### src/rtl/othello_pkg.sv
// Shared Othello board encodings and the board-initializer state type.
package othello_pkg;

  localparam logic [1:0] CELL_EMPTY = 2'b00;
  localparam logic [1:0] CELL_BLACK = 2'b01;
  localparam logic [1:0] CELL_WHITE = 2'b10;
  localparam logic [1:0] CELL_WALL  = 2'b11;

  localparam logic MODE_STANDARD = 1'b0;
  localparam logic MODE_BLANK    = 1'b1;

  typedef enum logic [1:0] {
    ST_IDLE  = 2'd0,
    ST_WRITE = 2'd1,
    ST_DONE  = 2'd2
  } init_state_t;

endpackage

### src/rtl/cell_classifier.sv
// Maps a (row, col) position on the walled grid to its initial cell code.
module cell_classifier
  import othello_pkg::*;
#(
  parameter  int BOARD_N = 8,
  localparam int GRID_W  = BOARD_N + 2,
  localparam int CNT_W   = $clog2(GRID_W)
) (
  input  logic [CNT_W-1:0] row,
  input  logic [CNT_W-1:0] col,
  input  logic             mode,
  input  logic             swap,
  output logic [1:0]       code
);

  localparam int H = BOARD_N / 2;

  logic is_wall;
  logic in_centre;

  assign is_wall = (row == '0) || (row == CNT_W'(GRID_W - 1)) ||
                   (col == '0) || (col == CNT_W'(GRID_W - 1));

  assign in_centre = ((row == CNT_W'(H)) || (row == CNT_W'(H + 1))) &&
                     ((col == CNT_W'(H)) || (col == CNT_W'(H + 1)));

  // Diagonal of the opening square is black unless colours are swapped.
  always_comb begin
    code = CELL_EMPTY;
    if (is_wall) begin
      code = CELL_WALL;
    end else if ((mode != MODE_BLANK) && in_centre) begin
      code = ((row == col) ^ swap) ? CELL_BLACK : CELL_WHITE;
    end
  end

endmodule

### src/rtl/board_initializer.sv
// Fills board RAM with a walled Othello grid, one cell per accepted write, row-major.
module board_initializer
  import othello_pkg::*;
#(
  parameter int BOARD_N = 8,
  parameter int ADDR_W  = 7
) (
  input  logic              clock,
  input  logic              reset,
  input  logic              start,
  input  logic              mode,
  input  logic              swap,
  input  logic              mem_ready,
  output logic              busy,
  output logic              done,
  output logic [ADDR_W-1:0] addr,
  output logic [1:0]        data,
  output logic              wren
);

  localparam int GRID_W    = BOARD_N + 2;
  localparam int CNT_W     = $clog2(GRID_W);
  localparam int LAST_ADDR = GRID_W * GRID_W - 1;

  if ((BOARD_N < 4) || (BOARD_N % 2 != 0)) begin : g_chk_board
    $error("board_initializer: BOARD_N must be even and >= 4");
  end
  if ((2 ** ADDR_W) < (GRID_W * GRID_W)) begin : g_chk_addr
    $error("board_initializer: ADDR_W too narrow for GRID_W*GRID_W cells");
  end

  init_state_t      state;
  logic [CNT_W-1:0] row, col;
  logic [CNT_W-1:0] row_nxt, col_nxt;
  logic             mode_q, swap_q;
  logic             mode_sel, swap_sel;
  logic             launch, accept, row_end, last_cell;
  logic [1:0]       code_nxt;

  assign launch    = (state != ST_WRITE) && start;
  assign accept    = (state == ST_WRITE) && wren && mem_ready;
  assign row_end   = (col == CNT_W'(GRID_W - 1));
  assign last_cell = (addr == ADDR_W'(LAST_ADDR));
  assign mode_sel  = launch ? mode : mode_q;
  assign swap_sel  = launch ? swap : swap_q;

  // The classifier looks one cell ahead so data is ready in the same edge as addr.
  always_comb begin
    row_nxt = '0;
    col_nxt = '0;
    if (state == ST_WRITE) begin
      if (row_end) begin
        row_nxt = row + 1'b1;
      end else begin
        row_nxt = row;
        col_nxt = col + 1'b1;
      end
    end
  end

  cell_classifier #(.BOARD_N(BOARD_N)) u_classifier (
    .row  (row_nxt),
    .col  (col_nxt),
    .mode (mode_sel),
    .swap (swap_sel),
    .code (code_nxt)
  );

  always_ff @(posedge clock) begin
    if (reset) begin
      state  <= ST_IDLE;
      busy   <= 1'b0;
      done   <= 1'b0;
      wren   <= 1'b0;
      addr   <= '0;
      data   <= CELL_EMPTY;
      row    <= '0;
      col    <= '0;
      mode_q <= MODE_STANDARD;
      swap_q <= 1'b0;
    end else begin
      case (state)
        ST_IDLE, ST_DONE: begin
          if (start) begin
            state  <= ST_WRITE;
            mode_q <= mode;
            swap_q <= swap;
            busy   <= 1'b1;
            done   <= 1'b0;
            wren   <= 1'b1;
            addr   <= '0;
            row    <= '0;
            col    <= '0;
            data   <= code_nxt;
          end
        end
        ST_WRITE: begin
          if (accept) begin
            if (last_cell) begin
              state <= ST_DONE;
              busy  <= 1'b0;
              done  <= 1'b1;
              wren  <= 1'b0;
            end else begin
              row  <= row_nxt;
              col  <= col_nxt;
              addr <= addr + 1'b1;
              data <= code_nxt;
            end
          end
        end
        default: state <= ST_IDLE;
      endcase
    end
  end

endmodule
### config.mk
export PLATFORM = sky130hd
export DESIGN_NAME = board_initializer
export DESIGN_NICKNAME = d
export VERILOG_FILES = /design/src/rtl/othello_pkg.sv /design/src/rtl/cell_classifier.sv /design/src/rtl/board_initializer.sv
export SDC_FILE = /design/constraint.sdc
export NUM_CORES = 1
export LEC_CHECK = 0
export CORE_ASPECT_RATIO = 0.6
export CORE_MARGIN = 4
export CORE_UTILIZATION = 25
export DETAILED_ROUTE_END_ITERATION = 6
export PLACE_DENSITY = 0.42
export SETUP_SLACK_MARGIN = 0.5
export SLEW_MARGIN = 10
export SYNTH_ARGS = -nofsm -noshare
export SYNTH_HDL_FRONTEND = slang
export SYNTH_HIERARCHICAL = 1
export SYNTH_SLANG_ARGS = --single-unit
### constraint.sdc
create_clock -name clock -period 2.3 [get_ports clock]
set_input_delay 0.345 -clock clock [delete_from_list [all_inputs] [get_ports clock]]
set_output_delay 0.345 -clock clock [all_outputs]
set_load 0.1 [all_outputs]
==> impl_metrics.ini, run 1 <==
; implementation run metrics
[global_routing]
grt_pass1_wl_um = 7120
grt_pass1_vias = 1352
antenna_found_initial = 0
grt_overflow = 0

[cells_and_area]
area_delta_synth_final_pct = 35.58
inverters = 6
lay_top_count = buf_4
clkbuf_count = 3
logic_gates = 133
regMostFlops = addr
flop_area_sq_um = 480.5
buf_share_pct = 17.24
flops = 23
instances_no_fill = 286
largest_cell_class = multi-input combinational cells
fillers = 597

[min_path]
hold_start = swap_q

[placement]
port-buffer-count = 17
dpl.cell_count = 279
place_worst_setup_slack_ns = -0.03612

[logic_synthesis]
avgSynthCellArea_sq_um = 8.402
syn_nets = 182
synth_cells = 172
synth_cell_types = 51
yosys-top-cells-area = dfxtp_1 32%, a21oi_1 5.2%, nand3_1 4.8%
yosys.area.top_type_share_pct = 31.86
async_flop_share_pct = 0
common_cells = 23 x dfxtp_1, 15 x a21oi_1, 14 x nand3_1
edf_count = 0
ys_cells = 172
ys_area_sq_um = 1445
ff_type = dfxtp_1
synth_flops = 23
yosysTopAreaCell = dfxtp_1

[critical_path]
r2r_setup_slack_ns = -0.003
critical_path.top_delay_family = simple AND/OR/NAND/NOR gates
reg2reg_depth = 12
cp.required_ns = 2.46
endpoint = data[1]
end_kind = register
path_cells = inv_2 -> ha_4 -> and3b_2 -> buf_4 -> mux2i_1 -> buf_4 -> xor2_1 -> nor4_4 -> xnor2_2 -> a31o_1 -> o21ai_1 -> a21oi_1
worstReg2RegEnd = data[1]

[final_timing]
setup_viol = 1
finClkSkew_ns = 0.004360
maxSlewViolCount = 0
finalClockPeriodUsage_pct = 100.1
setup_slack_ns = -0.003327
min_period_ns = 2.303
whs_ns = 0.4576
worst_pin_slew_ns = 0.4869

[power_and_ir_drop]
p_sw_share_pct = 31.58
comb-power_mw = 0.189
p_per_area_nw_per_um2 = 442.6
irDropWorstVdd_uv = 294.7

[clock_tree]
post-cts-setup-buffer-count = 1
clkSinkCount = 23
cts_buffers = 3
ctsRootBufferMaster = clkbuf_8
clkLatencyLatePin_ns = 0.27
clockBufferDepth = 2

[outcome]
violations = setup timing
outcome = finished, violations left

[die]
core_area_sq_um = 5597
die_w_um = 106.2
fp_util_pct = 25.82
dieArea_sq_um = 7101

[drt]
viasPerCell = 4.871
wl_met2_um = 1679
wl_per_cell_um = 15.61
via_count = 1393
-- run 1: logic make-up after synthesis --
| logic type | after synthesis | share of synthesized area, % |
|---|---|---|
| multiplexers | 5 | 3.636 |
| flip-flops | 23 | 31.86 |
| buffers and inverters | 16 | 5.626 |
| XOR/XNOR | 9 | 5.455 |
| adder cells (fa/ha/maj) | 4 | 3.463 |
| AND/OR/NAND/NOR | 73 | 30.04 |
| AND-OR/OR-AND | 42 | 19.92 |
-- run 1: worst min path at each step --
stage | cells after the start | slack (ns) | to
floorplan | 2 | 0.43 | mode_q
global placement | 2 | 0.45 | swap_q
detailed placement | 2 | 0.45 | swap_q
CTS | 2 | 0.46 | swap_q
global route | 2 | 0.48 | mode_q
finish | 2 | 0.46 | swap_q
### Routing congestion, run 1

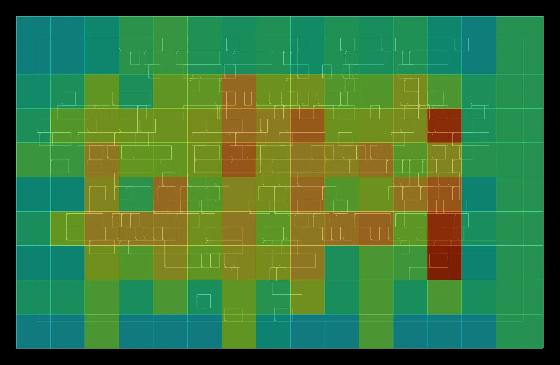
GR Util met3: 3.098%
overall routing resource usage: 12.94%
Core Util, Final: 35.01%
GR Util met2: 17.90%

### The metal 2 layer, run 1

Scale: 4 px per um.
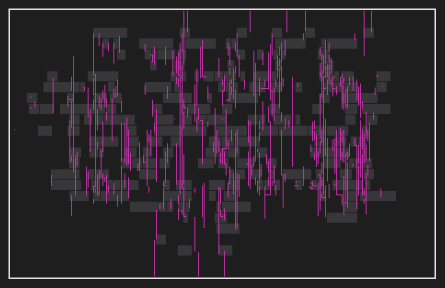
share of all routed wire: 38%
main direction: vertical
nets with wire on the layer: 176

### M3 wires, run 1

Scale: 4 px per um.
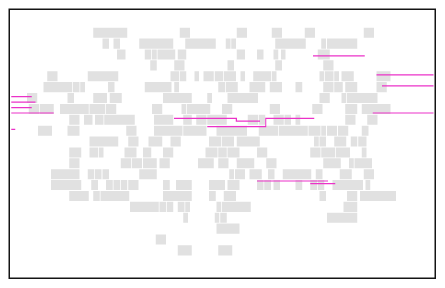
wire length on this layer: 154 um
share of all routed wire: 3.5%
nets with wire on the layer: 12
longest straight run: 17.5 um

### Routed metal per tile, run 1

Scale: 4 px per um. The die is cut into 21 by 13 equal tiles; dark blue is low, red is high, scaled to the fullest tile. Values are wire area over tile area, all layers added.
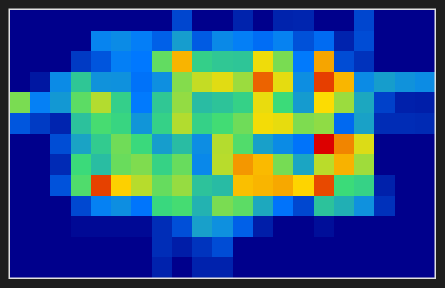
densest ninth of the die: center
nearly empty tiles: 36%
fullest tile: 0.37
mean over tiles: 0.096
tiles over half the peak: 21%

### Pin map, run 1

Scale: 4 px per um. Pins as bars across the die edge, other pins in gray.
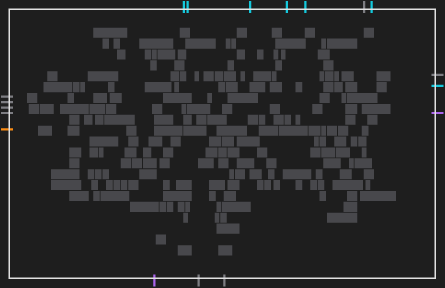

==> run 2: changes to the inputs <==
Settings changed: ABC_AREA set to 1, CORE_ASPECT_RATIO 0.6 to unset, PLACE_DENSITY 0.42 to 0.41.
### Pin map, run 2

Scale: 6 px per um. Pins as bars across the die edge, other pins in gray.
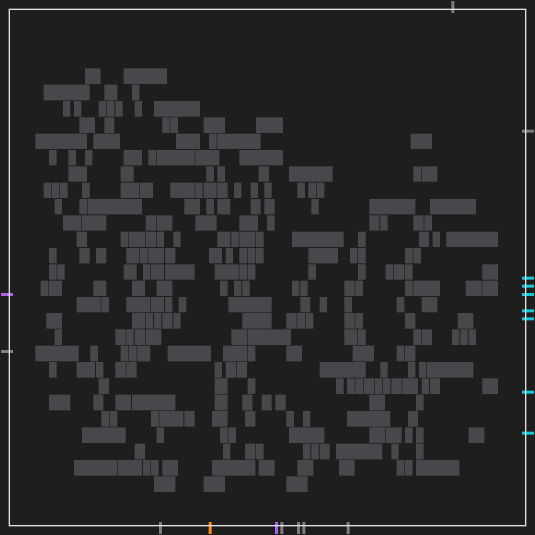
[addr] cyan | pins: 7 | direction: output | edge: east
[start] orange | pins: 1 | direction: input | edge: south
[data] purple | pins: 2 | direction: output | edge: 1 south, 1 west

### M3 wires, run 2

Scale: 6 px per um.
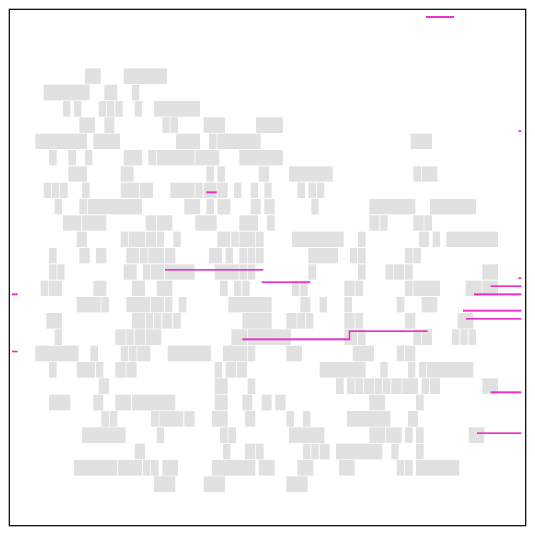
share of all routed wire: 2.6%
nets with wire on the layer: 13
wire length on this layer: 106 um

==> run 2 against run 1 <==
  * The flow now finishes without violations
  * Sequential cell count unchanged
  * Highest routed layer unchanged
  * Setup slack improved by 0.47 ns
  * Clock-buffer cell count increased by 1
  * Worst hold slack improved by 0.0093 ns
  * Synthesized area up 4.8%
  * Largest power group unchanged
  * Critical endpoint is now data[0]
  * Cell count rose by 23%
  * Combinational power up 100%
  * Sequential power rose by 8.9%
  * Largest cell class unchanged
==> impl_metrics.ini, run 2 <==
; implementation run metrics
[cells_and_area]
lay_top_count = nand2_1
reg.largest.list = addr x7, col x4, row x4
regMostFlops = addr
utilization_pct = 34.20
area_delta_synth_final_pct = 32.98
instances_no_fill = 351
fillers = 666
flop_area_sq_um = 480.5

[logic_synthesis]
synth-compound-area-share_pct = 11.32
yosysTopAreaCell = dfxtp_1
synth_cell_types = 28
yosys.area.top_type_share_pct = 30.41
syn_nets = 253
xor_share_pct = 0.5785
avgSynthCellArea_sq_um = 6.230
async_flop_share_pct = 0
synth_flops = 23
ys_area_sq_um = 1514
ys_sh_adder_pct = 3.306
ys_cells = 243
mux_share_pct = 1.488
synth_cells = 243
common_cells = 60 x nand2_1, 43 x nor2_1, 34 x inv_1
ys_top_logic_family = simple AND/OR/NAND/NOR gates
yosys-top-cells-area = dfxtp_1 30%, nand2_1 15%, nor2_1 11%
simple_gate_area_share_pct = 41.32
ff_type = dfxtp_1
edf_count = 0

[final_timing]
setup_slack_ns = 0.4640
whs_ns = 0.4669
setup_viol = 0
min_period_ns = 1.836
maxSlewViolCount = 0
worst_pin_slew_ns = 0.5377
finClkSkew_ns = 0.002316
hold_viol = 0
finalClockPeriodUsage_pct = 79.82

[global_routing]
grt_overflow = 0
grt_use_met3_pct = 2.690
antenna_found_initial = 0
grt_pass1_wl_um = 6996
use_met2_pct = 19.00
grt_pass1_vias = 1489
track_usage_pct = 11.92

[clock_tree]
clkLatencyLatePin_ns = 0.27
post-cts-setup-buffer-count = 5
htree_levels = 1
clockBufferDepth = 2
clkSinkCount = 23
cts_buffers = 3
ctsRootBufferMaster = clkbuf_8

[drt]
wl_per_cell_um = 11.62
viasPerCell = 4.467
drc = 0
ant_nets = 0
wl_met2_um = 1907

[power_and_ir_drop]
comb-power_mw = 0.381
p_sw_share_pct = 37.70
irDropWorstVdd_uv = 215.8
power_frac_comb_pct = 34.5
p_per_area_nw_per_um2 = 547.5

[critical_path]
worstReg2RegEnd = data[0]
reg2reg_depth = 16
r2r_setup_slack_ns = 0.46
max_stage_delay_ns = 0.34
critical_path.top_delay_family = simple AND/OR/NAND/NOR gates
path_cells = inv_2 -> ha_4 -> nand3_4 -> nand2_4 -> or2_4 -> inv_2 -> inv_2 -> nand2_2 -> nand2_2 -> nor2_4 -> nand2_2 -> nand2_1 -> nand3_1 -> nand2_1 -> o21ai_1 -> nor2_1
endpoint = data[0]
cp.required_ns = 2.52
end_kind = register

[placement]
port-buffer-count = 17
place_worst_setup_slack_ns = 0.2917
dpl.cell_count = 336

[die]
dieArea_sq_um = 7365
die_w_um = 85.82

[min_path]
hold_start = done
min_to = done
whs_path_depth = 2

[outcome]
outcome = complete, no violations
[run 2: cell types whose count changed in the layout (fill, tap and decap cells not counted), sizes merged, moves of 4 or more]
| cell | previous run | this run |
|---|---|---|
| nand3 | 14 | 21 |
| o311ai | 4 | 0 |
| o21ai | 10 | 16 |
| nand2 | 13 | 66 |
| xor2 | 7 | 0 |
| nor3 | 4 | 0 |
| nand2b | 4 | 0 |
| nor2 | 10 | 48 |
| inv | 6 | 37 |
| buf | 35 | 28 |
[run 2: final cells by class]
| cell class | count | area share [%] |
|---|---|---|
| clock buffer | 4 | 2.237 |
| inverter | 38 | 7.147 |
| multi-input combinational | 178 | 48.97 |
| sequential | 23 | 23.87 |
| tap | 75 | 4.661 |
| timing repair buffer | 33 | 13.11 |
Power is estimated from default activity; no workload was simulated.
